--- config.mk ---
export PLATFORM = sky130hd
export DESIGN_NAME = edge_tx_flat
export DESIGN_NICKNAME = d
export VERILOG_FILES = /design/src/rtl/edge_tx_if.sv /design/src/rtl/edge_tx.sv /design/src/flat_wrapper.sv
export SDC_FILE = /design/constraint.sdc
export NUM_CORES = 1
export LEC_CHECK = 0
export CORE_UTILIZATION = 52
export DETAILED_ROUTE_END_ITERATION = 8
export PLACE_DENSITY_LB_ADDON = 0.05
export SETUP_SLACK_MARGIN = 0.05
export SLEW_MARGIN = 25
export SYNTH_ARGS = -nofsm -noshare
export SYNTH_HDL_FRONTEND = slang
export SYNTH_SLANG_ARGS = --single-unit
--- constraint.sdc ---
create_clock -name clk -period 3.7 [get_ports clk]
set_input_delay 0.74 -clock clk [delete_from_list [all_inputs] [get_ports clk]]
set_output_delay 0.74 -clock clk [all_outputs]
set_load 0.005 [all_outputs]
--- src/rtl/edge_tx_if.sv ---
// Event offer handshake between an event source and the edge_tx transmitter.
// The source drives ev_valid; the transmitter answers with ev_ready.
interface edge_tx_if;
  logic ev_valid;
  logic ev_ready;

  modport master (output ev_valid, input ev_ready);
  modport slave  (input ev_valid, output ev_ready);
endinterface

--- src/rtl/edge_tx.sv ---
// Dual-edge signalling transmitter: one transition on `out` per accepted event,
// paced at least HOLD cycles apart, with a saturating pending-event counter.
module edge_tx #(
  parameter int HOLD  = 2,
  parameter int CNT_W = 4
) (
  input  logic             clk,
  input  logic             rst_n,
  edge_tx_if.slave         ev,
  input  logic             clr,
  output logic             out,
  output logic [CNT_W-1:0] pending,
  output logic             busy
);

  typedef enum logic [0:0] {
    IDLE = 1'b0,
    GAP  = 1'b1
  } state_t;

  localparam logic [7:0]       HOLD_M1   = 8'(HOLD - 1);
  localparam logic [CNT_W-1:0] PEND_MAX  = {CNT_W{1'b1}};
  localparam logic [CNT_W-1:0] PEND_ZERO = {CNT_W{1'b0}};
  localparam logic [CNT_W-1:0] PEND_ONE  = CNT_W'(1);

  state_t           state_r;
  logic [7:0]       timer_r;
  logic             out_r;
  logic [CNT_W-1:0] pending_r;

  logic ready_s;
  logic accept_s;
  logic avail_s;
  logic emit_s;

  // Handshake decode and the decision whether an edge is emitted this cycle
  always_comb begin
    ready_s  = (pending_r != PEND_MAX) && !clr;
    accept_s = ev.ev_valid && ready_s;
    // An event arriving this cycle counts as available, so idle latency is zero.
    avail_s  = (pending_r != PEND_ZERO) || accept_s;
    emit_s   = 1'b0;
    if (clr) begin
      emit_s = 1'b0;
    end else begin
      case (state_r)
        IDLE:    emit_s = avail_s;
        GAP:     emit_s = avail_s && (timer_r == 8'd0);
        default: emit_s = 1'b0;
      endcase
    end
  end

  // State machine, toggle line, gap timer and pending-event counter
  always_ff @(posedge clk or negedge rst_n) begin
    if (!rst_n) begin
      state_r   <= IDLE;
      timer_r   <= 8'd0;
      out_r     <= 1'b0;
      pending_r <= PEND_ZERO;
    end else if (clr) begin
      // Flush leaves the line level untouched; only bookkeeping is cleared.
      state_r   <= IDLE;
      timer_r   <= 8'd0;
      out_r     <= out_r;
      pending_r <= PEND_ZERO;
    end else begin
      case ({accept_s, emit_s})
        2'b10:   pending_r <= pending_r + PEND_ONE;
        2'b01:   pending_r <= pending_r - PEND_ONE;
        default: pending_r <= pending_r;
      endcase

      case (state_r)
        IDLE: begin
          if (emit_s) begin
            out_r   <= ~out_r;
            timer_r <= HOLD_M1;
            state_r <= GAP;
          end else begin
            state_r <= IDLE;
          end
        end
        GAP: begin
          if (timer_r != 8'd0) begin
            timer_r <= timer_r - 8'd1;
          end else if (emit_s) begin
            // Back-to-back edge: reload so edges stay exactly HOLD cycles apart.
            out_r   <= ~out_r;
            timer_r <= HOLD_M1;
          end else begin
            state_r <= IDLE;
          end
        end
        default: begin
          state_r <= IDLE;
          timer_r <= 8'd0;
        end
      endcase
    end
  end

  assign ev.ev_ready = ready_s;
  assign out         = out_r;
  assign pending     = pending_r;
  assign busy        = (state_r == GAP) || (pending_r != PEND_ZERO);

endmodule

--- src/flat_wrapper.sv ---
// flat-port wrapper written by rule: the top's interface ports become plain ports
module edge_tx_flat 
#(
  parameter int HOLD  = 2,
  parameter int CNT_W = 4
)
  (clk, rst_n, clr, out, pending, busy, ev_ev_valid, ev_ev_ready);
  edge_tx_if ev_i ();
  input  logic clk;
  input  logic rst_n;
  input  logic clr;
  output logic out;
  output logic [CNT_W-1:0] pending;
  output logic busy;
  input wire logic [$bits(ev_i.ev_valid)-1:0] ev_ev_valid;
  output wire logic [$bits(ev_i.ev_ready)-1:0] ev_ev_ready;
  assign ev_i.ev_valid = ev_ev_valid;
  assign ev_ev_ready = ev_i.ev_ready;
  edge_tx #(.HOLD(HOLD), .CNT_W(CNT_W)) u_core (.clk(clk), .rst_n(rst_n), .ev(ev_i), .clr(clr), .out(out), .pending(pending), .busy(busy));
endmodule
==> results.yml <==
# implementation run metrics
critical_path:
  crit_required_ps: 3870
  r2r_end: "u_core.pending[3]$_DFFE_PN0P_"
  slowest_stage: "or3b_2"
  critical_path_class: "reg2reg"
  crit_arrival_ps: 3420
  cp_slowest_stage_delay_ps: 510
route:
  drt_iter0_drc: 5
  wl_per_cell_um: 13.7
finish:
  finalNetCount: 109
  layout_top_cell: "nor2_1"
  largest_register_ffs: 8
yosys:
  syn_area_um2: 826
  top_area_cell: "dfrtp_1"
  ff_type: "dfrtp_1"
  synth_cells: 86
global_routing:
  grt_pass1_wl_um: 2810
  antenna_found_initial: 0
  grt_max_degree: 15
sta:
  rsz0062_at_grt: "false"
  clock_skew_ps: 9.16
  drv_slew: 0
  tightest_slew_ps: 700
placement:
  pre_cts_ws_ps: 387
  placedCellCount: 112
  dp.final_hpwl_um: 1140
outcome:
  status: "finished clean"
clock_network:
  cts_resized: 0
  cts_buffers: 3
floorplan:
  die_w_um: 41.9
-- layout make-up --
type                            count  area, µm²
Clock buffer                        4       36.3
Fill cell                         128        503
Inverter                            3       11.3
Multi-Input combinational cell     68        460
Sequential cell                    14        350
Tap cell                           16       20.0
Timing Repair Buffer               11        108
-- metrics by stage --
stage	power, mW	instance area, µm²
floorplan	0.529	826
global placement	0.645	950
detailed placement	0.652	950
CTS	0.767	986
global route	0.829	986
finish	0.767	986
-- power by group --
group,switching [mW],internal (mW)
logic,0.190,0.209
registers,0.0561,0.197
clock network,0.0545,0.0599
-- metal layers --
layer  vias up  track usage (%)  share of wire (%)
met3         4             3.91                1.9
met2         6             30.6                 42
met4         0             9.03                1.9
met5         -                0                  0
li1        335                -                  -
met1       304             31.5                 54
**Signal wires on met1**

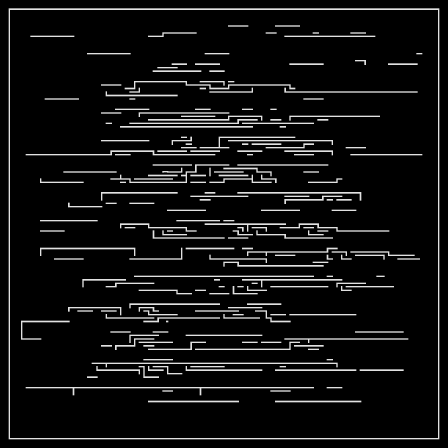
The longest straight run is 28.1 µm. The layer holds 54% of the routed length. 99 nets have wire on it.

**The metal 2 layer**

Bar = 10 µm. Cells faint in the background.
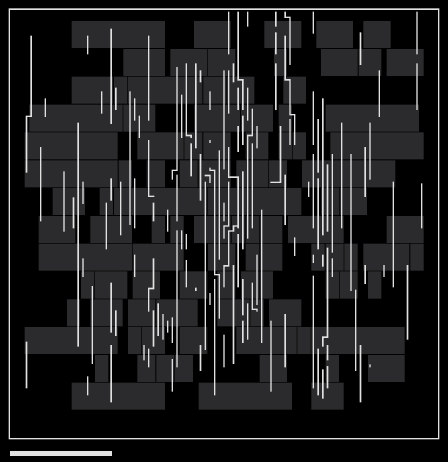
The wires run mostly vertical. The layer holds 42% of the routed length. The layer carries 671 µm of wire. 87 nets have wire on it. The longest straight run is 21.8 µm.

**M3 wires**

Bar = 10 µm.
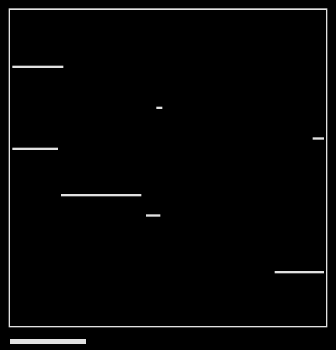
The longest straight run is 10.3 µm. The wires run mostly horizontal. The layer carries 31.8 µm of wire.

Power is estimated from default activity; no workload was simulated.
